[src/rtl/run_length_reporter_pkg.sv]
// Shared types and default sizing for the run-length reporter.
// Other files pull these in with a wildcard import of this package.
package run_length_reporter_pkg;

    localparam int unsigned LEN_W_DEF = 8;
    localparam int unsigned CNT_W_DEF = 16;
    localparam int unsigned DEPTH_DEF = 4;

    typedef enum logic [0:0] {
        IDLE = 1'b0,
        RUN  = 1'b1
    } rlr_state_e;

endpackage

[src/rtl/run_length_reporter_if.sv]
// Report stream between the run-length reporter (master) and its consumer (slave).
// The head entry is presented while rpt_valid is high and taken when rpt_ready is also high.
interface run_length_reporter_if
    import run_length_reporter_pkg::*;
    #(parameter int unsigned LEN_W = LEN_W_DEF) ();

    logic             rpt_valid;
    logic             rpt_ready;
    logic [LEN_W-1:0] rpt_len;
    logic             rpt_sat;

    modport master (output rpt_valid, output rpt_len, output rpt_sat, input rpt_ready);
    modport slave  (input rpt_valid, input rpt_len, input rpt_sat, output rpt_ready);

endinterface

[src/rtl/run_length_reporter_fifo.sv]
// Report FIFO with a registered head. A write to an empty FIFO shows up one cycle later.
// When the FIFO is full, a write is dropped unless a pop happens in the same cycle.
module rlr_fifo
    import run_length_reporter_pkg::*;
    #(
        parameter int unsigned WIDTH = LEN_W_DEF + 1,
        parameter int unsigned DEPTH = DEPTH_DEF
    ) (
        input  logic             clk,
        input  logic             rst,
        input  logic             wr_en,
        input  logic [WIDTH-1:0] wr_data,
        input  logic             rd_en,
        output logic             rd_valid,
        output logic [WIDTH-1:0] rd_data,
        output logic             drop
    );

    localparam int unsigned PTR_W = $clog2(DEPTH);
    localparam int unsigned CNT_FW = PTR_W + 1;
    localparam logic [CNT_FW-1:0] FULL_CNT = CNT_FW'(DEPTH);

    logic [WIDTH-1:0]  mem_r [DEPTH];
    logic [PTR_W-1:0]  wr_ptr_r;
    logic [PTR_W-1:0]  rd_ptr_r;
    logic [CNT_FW-1:0] count_r;
    logic              valid_r;
    logic [WIDTH-1:0]  data_r;

    logic              full_s;
    logic              pop_s;
    logic              push_s;
    logic [PTR_W-1:0]  rd_ptr_nxt_s;
    logic [CNT_FW-1:0] count_nxt_s;
    logic [WIDTH-1:0]  head_nxt_s;

    // Next-state occupancy and next head value; the head register is loaded from here.
    always_comb begin
        full_s       = (count_r == FULL_CNT);
        pop_s        = rd_en & valid_r;
        push_s       = wr_en & (~full_s | pop_s);
        drop         = wr_en & full_s & ~pop_s;
        rd_ptr_nxt_s = rd_ptr_r;
        count_nxt_s  = count_r;
        head_nxt_s   = '0;
        if (pop_s) begin
            rd_ptr_nxt_s = rd_ptr_r + PTR_W'(1);
        end else begin
            rd_ptr_nxt_s = rd_ptr_r;
        end
        case ({push_s, pop_s})
            2'b10:   count_nxt_s = count_r + CNT_FW'(1);
            2'b01:   count_nxt_s = count_r - CNT_FW'(1);
            default: count_nxt_s = count_r;
        endcase
        // The new head may be the very entry being written this cycle.
        if (count_nxt_s == CNT_FW'(0)) begin
            head_nxt_s = '0;
        end else if (push_s && (wr_ptr_r == rd_ptr_nxt_s)) begin
            head_nxt_s = wr_data;
        end else begin
            head_nxt_s = mem_r[rd_ptr_nxt_s];
        end
    end

    // Storage, pointers and the registered head.
    always_ff @(posedge clk or negedge rst) begin
        if (!rst) begin
            mem_r    <= '{default: '0};
            wr_ptr_r <= '0;
            rd_ptr_r <= '0;
            count_r  <= '0;
            valid_r  <= 1'b0;
            data_r   <= '0;
        end else begin
            if (push_s) begin
                mem_r[wr_ptr_r] <= wr_data;
                wr_ptr_r        <= wr_ptr_r + PTR_W'(1);
            end
            rd_ptr_r <= rd_ptr_nxt_s;
            count_r  <= count_nxt_s;
            valid_r  <= (count_nxt_s != CNT_FW'(0));
            data_r   <= head_nxt_s;
        end
    end

    assign rd_valid = valid_r;
    assign rd_data  = data_r;

endmodule

[src/rtl/run_length_reporter.sv]
// Measures runs of det_in=1 and queues one {length, saturated} report per finished run.
// It also counts the runs that have started and keeps a sticky flag for reports lost to a full FIFO.
module run_length_reporter
    import run_length_reporter_pkg::*;
    #(
        parameter int unsigned LEN_W = LEN_W_DEF,
        parameter int unsigned CNT_W = CNT_W_DEF,
        parameter int unsigned DEPTH = DEPTH_DEF
    ) (
        input  logic                   clk,
        input  logic                   rst,
        input  logic                   det_in,
        run_length_reporter_if.master  rpt,
        output logic [CNT_W-1:0]       event_count,
        output logic                   overflow
    );

    localparam logic [LEN_W-1:0] LEN_MAX = '1;

    rlr_state_e       state_r;
    logic [LEN_W-1:0] len_r;
    logic             sat_r;
    logic [CNT_W-1:0] ev_cnt_r;
    logic             ovf_r;
    logic             wr_en_s;
    logic             drop_s;
    logic [LEN_W:0]   head_s;

    assign wr_en_s = (state_r == RUN) & ~det_in;

    // Episode FSM, which also holds the run-length, start-count and sticky-overflow registers.
    always_ff @(posedge clk or negedge rst) begin
        if (!rst) begin
            state_r  <= IDLE;
            len_r    <= '0;
            sat_r    <= 1'b0;
            ev_cnt_r <= '0;
            ovf_r    <= 1'b0;
        end else begin
            ovf_r <= ovf_r | drop_s;
            case (state_r)
                IDLE: begin
                    if (det_in) begin
                        state_r  <= RUN;
                        len_r    <= LEN_W'(1);
                        sat_r    <= 1'b0;
                        ev_cnt_r <= ev_cnt_r + CNT_W'(1);
                    end else begin
                        state_r <= IDLE;
                    end
                end
                RUN: begin
                    if (!det_in) begin
                        state_r <= IDLE;
                        len_r   <= '0;
                    end else if (len_r == LEN_MAX) begin
                        sat_r <= 1'b1;
                    end else begin
                        len_r <= len_r + LEN_W'(1);
                    end
                end
                default: begin
                    state_r <= IDLE;
                    len_r   <= '0;
                    sat_r   <= 1'b0;
                end
            endcase
        end
    end

    rlr_fifo #(
        .WIDTH (LEN_W + 1),
        .DEPTH (DEPTH)
    ) u_fifo (
        .clk      (clk),
        .rst      (rst),
        .wr_en    (wr_en_s),
        .wr_data  ({len_r, sat_r}),
        .rd_en    (rpt.rpt_ready),
        .rd_valid (rpt.rpt_valid),
        .rd_data  (head_s),
        .drop     (drop_s)
    );

    assign rpt.rpt_len  = head_s[LEN_W:1];
    assign rpt.rpt_sat  = head_s[0];
    assign event_count  = ev_cnt_r;
    assign overflow     = ovf_r;

endmodule

[src/flat_wrapper.sv]
// flat-port wrapper written by rule: the top's interface ports become plain ports
module run_length_reporter_flat import run_length_reporter_pkg::*;
#(
        parameter int unsigned LEN_W = LEN_W_DEF,
        parameter int unsigned CNT_W = CNT_W_DEF,
        parameter int unsigned DEPTH = DEPTH_DEF
    )
  (clk, rst, det_in, event_count, overflow, rpt_rpt_valid, rpt_rpt_len, rpt_rpt_sat, rpt_rpt_ready);
  run_length_reporter_if #(.LEN_W(LEN_W)) rpt_i ();
  input  logic clk;
  input  logic rst;
  input  logic det_in;
  output logic [CNT_W-1:0] event_count;
  output logic overflow;
  output wire logic [$bits(rpt_i.rpt_valid)-1:0] rpt_rpt_valid;
  output wire logic [$bits(rpt_i.rpt_len)-1:0] rpt_rpt_len;
  output wire logic [$bits(rpt_i.rpt_sat)-1:0] rpt_rpt_sat;
  input wire logic [$bits(rpt_i.rpt_ready)-1:0] rpt_rpt_ready;
  assign rpt_rpt_valid = rpt_i.rpt_valid;
  assign rpt_rpt_len = rpt_i.rpt_len;
  assign rpt_rpt_sat = rpt_i.rpt_sat;
  assign rpt_i.rpt_ready = rpt_rpt_ready;
  run_length_reporter #(.LEN_W(LEN_W), .CNT_W(CNT_W), .DEPTH(DEPTH)) u_core (.clk(clk), .rst(rst), .det_in(det_in), .rpt(rpt_i), .event_count(event_count), .overflow(overflow));
endmodule
[config.mk]
export PLATFORM = sky130hd
export DESIGN_NAME = run_length_reporter_flat
export DESIGN_NICKNAME = d
export VERILOG_FILES = /design/src/rtl/run_length_reporter_pkg.sv /design/src/rtl/run_length_reporter_if.sv /design/src/rtl/run_length_reporter_fifo.sv /design/src/rtl/run_length_reporter.sv /design/src/flat_wrapper.sv
export SDC_FILE = /design/constraint.sdc
export NUM_CORES = 1
export LEC_CHECK = 0
export ABC_CLOCK_PERIOD_IN_PS = 4800
export CAP_MARGIN = 15
export CORE_ASPECT_RATIO = 1.1
export CORE_MARGIN = 8
export CORE_UTILIZATION = 55
export DETAILED_ROUTE_END_ITERATION = 12
export PLACE_DENSITY = 0.75
export SYNTH_ARGS = -nofsm -noshare
export SYNTH_HDL_FRONTEND = slang
export SYNTH_HIERARCHICAL = 1
export SYNTH_SLANG_ARGS = --single-unit
[constraint.sdc]
create_clock -name clk -period 4.8 [get_ports clk]
set_input_delay 0.72 -clock clk [delete_from_list [all_inputs] [get_ports clk]]
set_output_delay 0.72 -clock clk [all_outputs]
set_load 0.005 [all_outputs]
**Run 1: metal layers overlaid**

Two of the layers only.
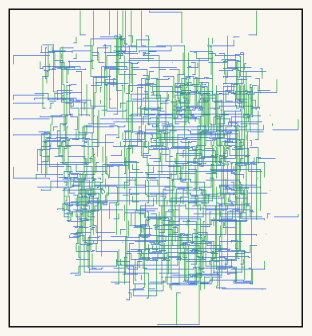
met2: marked green, wire length 4410 um. met1: marked blue, wire length 4070 um.

**Run 1: port wiring**

Scale bar: 20 um.
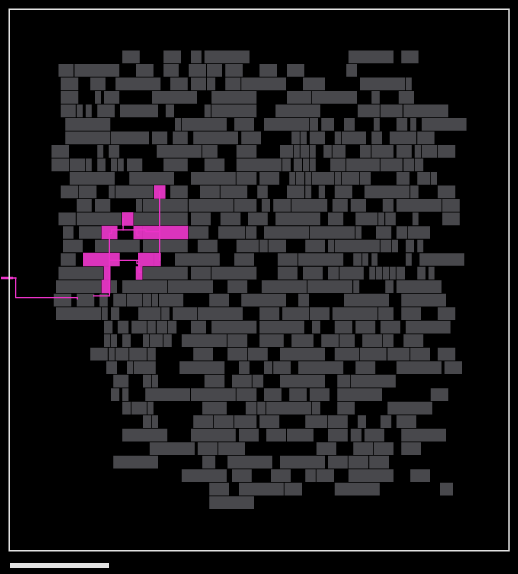
`det_in`: marked magenta, bits 1, direction input, edge left, end cells 11, buffers 1, wire 71.3 um.

**Run 1: register map, names as in the netlist**

Scale bar: 20 um.
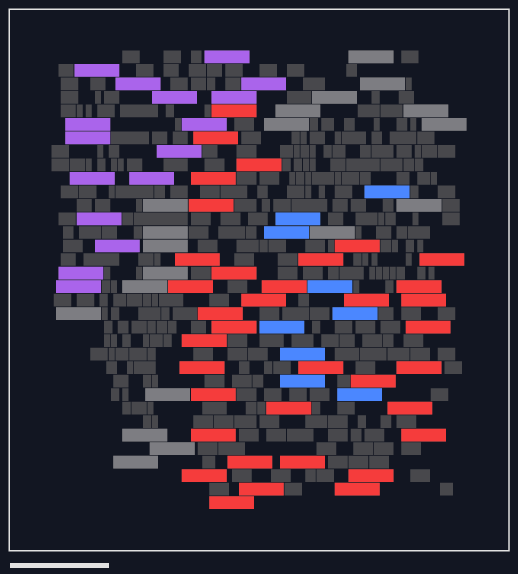
`u_core/u_fifo/rd_data`: marked blue, placed flops 9, where middle. `u_core/u_fifo/mem_r`: marked red, placed flops 36. `u_core/event_count`: marked purple, placed flops 16, where top left.
Another 19 sequential cells are not coloured.

**Run 1: a small window of the routed layout**

Window x 5 to 45, y 62 to 102 um. Cells in grey, sequential cells in the stronger grey; small squares are vias.
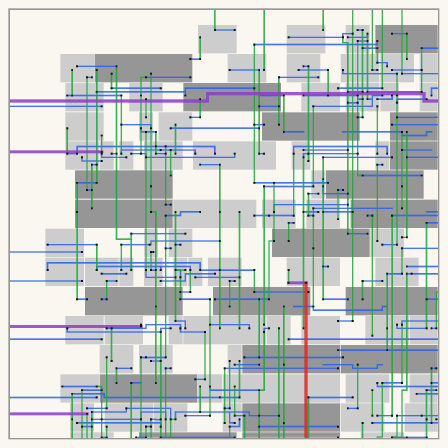
met2: marked green. met3: marked purple. met1: marked blue. met4: marked red.
Netlist names of flops here include `u_core/event_count` (11), `u_core/u_fifo/mem_r` (3). 78 logic cells have their middle in the window. Sequential cells in the window: 16. Most frequent: dfrtp_1 (16), clkdlybuf4s50_1 (13), xnor2_1 (10).

==> run summary, run 1 <==
Item: results of the latest flow run.

- The count of buffers added by post-CTS timing repair for setup is 0.
- The startpoint of the lowest-slack register-to-register path is u_core/u_fifo/rd_valid.
- The number of hold violations in the final report is 0.
- The number of setup violations in the final report is 0.
- The shortest clock period the worst path allows after layout is 3.17 ns.
- Detailed placement reports a standard cell area of 4620 um^2.
- Averaged over all synthesized cells, the footprint is 11.8 um^2.
- The setup slack after placement is 1.36 ns.
- TritonCTS built the clock tree.
- The number of vias per cell after detailed routing is 5.82.
- The timing report gives the biggest stage delay along the critical path as 0.63 ns.
- The total of hold buffers inserted after clock tree synthesis is 0.
- The beginning of the worst hold path is u_core/overflow.
- The number of nets handed over by synthesis was 375.
- Setup repair after global routing left no endpoint under its margin.
- The die extent in y is 109 um.
- The fill cell total of the finished layout is 654.
- The final layout contains approximately 400 nets.
- The signal on the critical path passes through clkdlybuf4s50_1, nor2b_1, nor2_1, inv_1, fa_1, nand2_1, o22ai_1, mux2i_1, o21ai_2, inv_2, o211a_1.
- Looking at the critical path, the highest net fanout was 11.
- The count of synthesis-stage warnings from yosys is 6.
- The fraction of area in multi-input gates is 0.445.
- The initial core utilization is 0.555.
- The arrival time of data at the critical path endpoint is 3.41 ns.
- The number of multi-input combinational cells in the layout is 259.
- The fraction of final cell area spent on non-clock buffers in this run is 0.0617.
- Per report_power, the Combinational row totals 0.955 mW.
- The global router reports that the layer with the highest usage is met2.
- The power in the clock group is 0.511 mW.
- The top cell type by total area after synthesis is dfrtp_1.
- In the synthesized netlist, the number of instances is around 360.
- The multi-input combinational cell area is 2140 um^2.
- The floorplan report gives the top-level pin count as 31.
- Per the layout area report, the register area comes to between 2000 and 2500 um^2.
- Non-clock buffers in the final layout number 30.
- Per the layout area report, the sequential fraction of cell area is 0.415.
- The dominant cell by count in the synthesized netlist is dfrtp_1.
- Post-route period utilization is reported as 0.660.
- The pin slew with the least headroom to its limit is 1.00 ns.
- The fraction of area in clock buffers and inverters is 0.0420.
- The post-detailed-routing wire length is 8960 um.
- In the final report, the number of pins over their slew limit comes to 0.
- Clock buffers in the final layout number 9.
- The run finished with clean final reports.
- The switching power of the nets is 0.879 mW.
- For the sequential group, total power comes out at 0.962 mW.
- The setup TNS is 0 ns.
- The number of distinct library cell variants in the gate-level netlist after synthesis is 58.
- The register with the most flip-flops is u_core/u_fifo/mem_r.
- The slack of the worst reg-to-reg path is 2.15 ns.
- Looking at the cell usage after synthesis, the top flip-flop cell is dfrtp_1.
- The power report attributes to the clock group a share of 0.210.
- Counting instances in the post-synthesis netlist gives the leading cell types as dfrtp_1, mux2_2, nand2_1, o21ai_0, nor2_1.
- The layout cell share with drive strength beyond 1 is 0.273.
- The final antenna diode count is 0.
- The total power density per cell area is 503 nW/um^2.
- Counting flops with an async set or reset pin after synthesis yields a share of 1.00.
- The final weighted congestion recorded by global placement is 0.837.
- In this run, the synthesized area fraction spent on xor and xnor cells is recorded as 0.0428.
- The worst setup path is launched from a primary input.
- The total of max-cap violations is 0.
- Entering global routing, the biggest net connects 81 pins.
- STA classifies the critical path endpoint as a flop.
- After synthesis, the cell types taking the most area are dfrtp_1, mux2_2, xnor2_1, nand2_1, o21ai_0.
- Per the post-route antenna check, the number of violating nets is 0.
- The cell-mix breakdown from Yosys lists the simple-gate area share as 0.124.
- The critical path runs through a total of 11 cells.
- The number of buffers created by CTS is 9.
- The first global-routing pass estimated roughly 15000 um of wire.
- The detailed-routing wirelength on met1 is 4070 um.
- The endpoint of the worst hold path is u_core/overflow.
- The report lists the number of cells resized after CTS as 0.
- The synthesized flop and latch total is 80.
- For this run the detailed placement stage logged an HPWL of 5900 um.
- Per the skew report, the later register of the worst-skew pair sees a clock latency of between 0.3 and 0.4 ns.
- The leakage component of the power is 2.21 nW.
- The total iterations of the first detailed-routing run is 4.
- The site row count is 34.
- Of all power groups, the one with the highest power is registers.
- The tool warning count is 29.
- The sequential share of power is 0.396.
- The met2 layer usage reported by global route is 0.287.
- Among all stages on the critical path, the largest delay is contributed by nor2b_1.
- The via count of the first global-routing pass is 2929.
- The kind of critical path is primary input to flop.
- The largest cell class by area is multi-input combinational cells.
- The number of antenna violations at the first check in global routing is 0.
- After synthesis, the design contains 364 cells according to Yosys.
- The number of vias after detailed routing is 2934.
- The initial DRC count is 111.
- The type of the worst min-delay path is flop to flop.
- For this run the aggregate overflow at the end of global routing stands at 0.
- The script reports the combined buffer and inverter count of the critical path as 3.
- The worst ir drop on vdd is 281 uV.
- Setup slack on the critical path of the routed design comes to 1.63 ns.
- After floorplanning, the die was sized to cover 10900 um^2.
- The inserted tap cell count is 108.
- The data required time of the critical path is 5.04 ns.
- In the global route stage, overall resource usage came out at 0.174.
- After detailed routing, no signal wire sits above met4.
- The switching share of power is 0.362.
- Of the synthesized area, sequential elements account for 0.466.
- The multiplexer share of the synthesized area is 0.180.
- The overall power is 2.43 mW.
- The power report attributes to the combinational group a share of 0.393.
- Yosys mapped a number of flops with a built-in enable equal to 0.
- The worst-case max-slew headroom was logged as 0.331.
- The worst-case clock buffer depth is 2.
- Of the total synthesized cell area, the portion taken by AND-OR and OR-AND cells is 0.130.
- Routing resource usage on met1 recorded by global route was 0.218.
- The clock-pin slew of the registers on the worst-case setup and hold paths is 0.08 ns.
- The largest combinational cell category by area is multiplexers.
==> run 1 -> run 2 <==
Settings changed: ABC_CLOCK_PERIOD_IN_PS 4800 to 2840, CORE_UTILIZATION 55 to 53, PLACE_DENSITY 0.75 to 0.76.
Clock period 4.8 ns to 2.84 ns, I/O delays scaled along.
==> run 2 against run 1 <==
Net effect:
- sequential power grew 69%
- hold slack got worse by 0.24 ns
- core utilization down 0.19 points
- synthesized cell count unchanged
- combinational power is 76% higher
- routed wire length increased by 4.1%
- sequential share of layout area decreased by 0.77 points
- synthesized area unchanged
- clock power rose by 100%
- worst setup slack worse by 1.2 ns
- critical endpoint is now u_core/u_fifo/rd_data[0]
==> run summary, run 2 <==
Item: results of the latest flow run.

- The number of cells in Yosys stat was 364 (unchanged).
- Leading cell types in the layout, fill and taps excluded: dfrtp_1, mux2_2, nand2_1 (unchanged).
- The number of buffers created by CTS is 9 (unchanged).
- The type of the worst min-delay path is primary input to async pin (was flop to flop).
- The detailed-routing wirelength on met1 is 4110 um (was 4070 um).
- The most congested layer reported by global routing is met2 (unchanged).
- The largest combinational cell category by area is multiplexers (unchanged).
- The layout buffering overhead excluding clock cells is 0.0713 (was 0.0617).
- The worst slew slack as a fraction of its limit was 0.341 (was 0.331).
- The final core utilization came to 0.621 (was 0.623).
- The met2 layer usage reported by global route was 0.277 (was 0.287).
- The clock tree from TritonCTS is yes (unchanged).
- The arrival time of data at the critical path endpoint is 2.64 ns (was 3.41 ns).
- The total of max-cap violations is 0 (unchanged).
- The register with the most flip-flops is u_core/u_fifo/mem_r (unchanged).
- For the finished layout, the period the worst path requires is 2.40 ns.
- The prevailing post-synth register cell is dfrtp_1 (unchanged).
- The number of synthesized flops with an enable pin is 0 (unchanged).
- The clock-pin slew of the registers on the worst-case setup and hold paths is 0.09 ns (was 0.08 ns).
- The pin slew with the least headroom to its limit was 0.988 ns (was 1.00 ns).
- The number of logic gates is 259 (unchanged).
- The tool warning count is 29 (unchanged).
- The switching share of power came to 0.349 (was 0.362).
- The length of routed met2 wiring came to 4600 um (was 4410 um).
- The top routing layer in use is met4 (unchanged).
- The half-perimeter wire length after placement is 6090 um (was 5900 um).
- The residual antenna-violating net count after detailed routing is 0 (unchanged).
- The final tally of max-slew violations is 0 (unchanged).
- The synthesized-area fraction occupied by ao, oa, aoi and oai cells is 0.130 (unchanged).
- The total buffers and inverters traversed by the critical path is 2 (was 3).
- The number of sinks handled by clock tree synthesis is 80 (unchanged).
- Critical Path, Cell by Cell: nor2b_1, nor2_1, inv_1, fa_1, nand3b_1, o22ai_1, mux2i_1, o21ai_2, inv_2, o211a_1 (was clkdlybuf4s50_1, nor2b_1, nor2_1, inv_1, fa_1, nand2_1, o22ai_1, mux2i_1, o21ai_2, inv_2, o211a_1).
- The area of the die was 11200 um^2 (was 10900 um^2).
- The worst ir drop on vdd is 394 uV (was 281 uV).
- The layout cell share with drive strength beyond 1 is 0.285 (was 0.273).
- The number of signal-net buffers in the layout was 37 (was 30).
- The pin count of the biggest net entering global routing was 81 (unchanged).
- The most frequently placed logic cell in the final layout is dfrtp_1 (unchanged).
- The critical path launch point type is a flop (was primary input).
- Cell area leaders: dfrtp_1, mux2_2, xnor2_1, nand2_1, o21ai_0 (unchanged).
- The slack of the worst reg-to-reg path came to 0.44 ns (was 2.15 ns).
- The total of hold buffers inserted after clock tree synthesis was 0 (unchanged).
- The footprint of the flip-flops and latches is 2000 um^2 (unchanged).
- The synthesized area per cell is 11.8 um^2 (unchanged).
- The data required time of the critical path is 3.08 ns (was 5.04 ns).
- The largest fanout of any net on the critical path is 9 (was 11).
- The xor and xnor fraction of the mapped netlist area is 0.0428 (unchanged).
- The fill cell total of the finished layout is 656 (was 654).
- Setup repair after global routing missed its margin: false (unchanged).
- The die span in x is 102 um (was 100 um).
- The part of the Yosys area used for sequential elements was 0.466 (unchanged).
- The count of nets after finishing came to 409 (was 402).
- The net count of the mapped netlist is 375 (unchanged).
- The sequential logic power is 1.63 mW (was 0.962 mW).
- The worst-case setup margin in the final layout is 0.436 ns (was 1.63 ns).
- The overall power is 4.33 mW (was 2.43 mW).
- The count of mapped cells out of synthesis is 364 (unchanged).
- The initial DRC count is 177 (was 111).
- The top cell type by total area after synthesis is dfrtp_1 (unchanged).
- The multi-input combinational cell area is 2140 um^2 (unchanged).
- The count of synthesis-stage warnings from yosys is 6 (unchanged).
- The switching power of the nets is 1.51 mW (was 0.879 mW).
- The synthesized flop and latch total is 80 (unchanged).
- The count of buffers added by post-CTS timing repair for setup is 0 (unchanged).
- Status: complete, no violations (unchanged).
- The met1 routing resource usage after global routing is 0.218 (about the same).
- Top post-synthesis cells by count: dfrtp_1, mux2_2, nand2_1, o21ai_0, nor2_1 (unchanged).
- The combinational group share of total power is 0.387 (was 0.393).
- The inserted tap cell count is 108 (unchanged).
- The power share of the clock group is 0.236 (was 0.210).
- The count of instances resized after the clock tree is built came to 0 (unchanged).
- The number of port buffers came to 30 (unchanged).
- The fraction of area in multi-input gates is 0.436 (was 0.445).
- The site row count is 34 (unchanged).
- The setup TNS is 0 ns (unchanged).
- The leakage component of the power came to 2.28 nW (was 2.21 nW).
- The overall overflow remaining after global route was 0 (unchanged).
- The number of hold violations in the final report is 0 (unchanged).
- The kind of critical path was flop to flop (was primary input to flop).
- The top power group is combinational logic (was registers).
- The total power density per cell area is 881 nW/um^2 (was 503 nW/um^2).
- The number of vias per cell after detailed routing came to 5.87 (was 5.82).
- The initial core utilization is 0.543 (was 0.555).
- The capturing point of the worst reg2reg path is u_core/u_fifo/rd_data[0] (was u_core/u_fifo/rd_data[2]).
- The critical path depth came to 10 (was 11).
- The startpoint of the lowest-slack register-to-register path is u_core/state_r (was u_core/u_fifo/rd_valid).
- The number of antenna violations at the first check in global routing is 0 (unchanged).
- The dominant cell by count in the synthesized netlist was dfrtp_1 (unchanged).
- The highest-delay cell along the critical path is fa_1 (was nor2b_1).
- The number of clock-tree buffers in the layout is 9 (unchanged).
- The cell area reported after detailed placement is 4670 um^2 (was 4620 um^2).
- The total iterations of the first detailed-routing run was 4 (unchanged).
- The final non-filler cell total is 511 (was 504).
- The setup slack after placement was 0.139 ns (was 1.36 ns).
- The wire length of the first global-routing pass was 15200 um (was 14800 um).
- The number of distinct library cell variants in the gate-level netlist after synthesis came to 58 (unchanged).
- The delay of the slowest cell on the worst path is 0.48 ns (was 0.63 ns).
- The number of setup violations in the final report is 0 (unchanged).
- The async set or reset register ratio after synthesis is 1.00 (unchanged).
- The flip-flop and latch share of the layout cell area came to 0.407 (was 0.415).
- The global placement routability congestion is 0.838 (was 0.837).
- The critical path capture point type is a flop (unchanged).
- The multiplexer share of the synthesized area is 0.180 (unchanged).
- The largest cell class by area is multi-input combinational cells (unchanged).
- The die extent in y is 110 um (was 109 um).
- The worst-case clock buffer depth is 2 (unchanged).
- The area fraction in and, or, nand and nor cells was 0.124 (unchanged).
- The sequential share of power is 0.377 (was 0.396).
- The power in the clock group is 1.02 mW (was 0.511 mW).
- The fraction of the cycle the final worst path needs is 0.847.
- The number of ports placed on the die boundary is 31 (unchanged).
- The fraction of area in clock buffers and inverters is 0.0491 (was 0.0420).
- The via count of the first global-routing pass is 2988 (was 2929).
- The clock latency on the worst-skew pair is 0.35 ns (was 0.36 ns).
- The combinational logic power came to 1.68 mW (was 0.955 mW).
- The final antenna diode count was 0 (unchanged).
**Run 2: metal layers overlaid**

Two of the layers only.
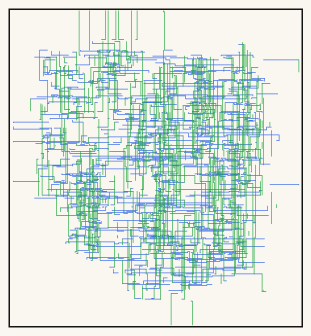
vias after detailed routing: 3000
total wirelength of the detailed-routed design: 9330 um
final routed wire length divided by cell count: 18.3 um
GR Util All Layers: 0.172

**Run 2: port wiring**

Scale bar: 20 um.
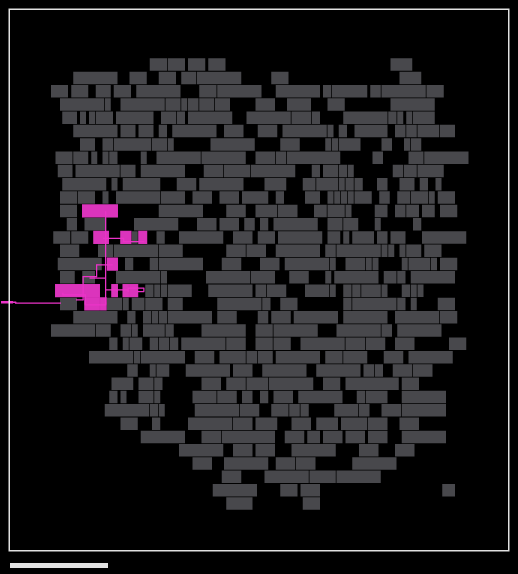
`det_in`: marked magenta, bits 1, direction input, edge left, end cells 11, buffers 2, wire 77.8 um.

Power is estimated from default activity; no workload was simulated.
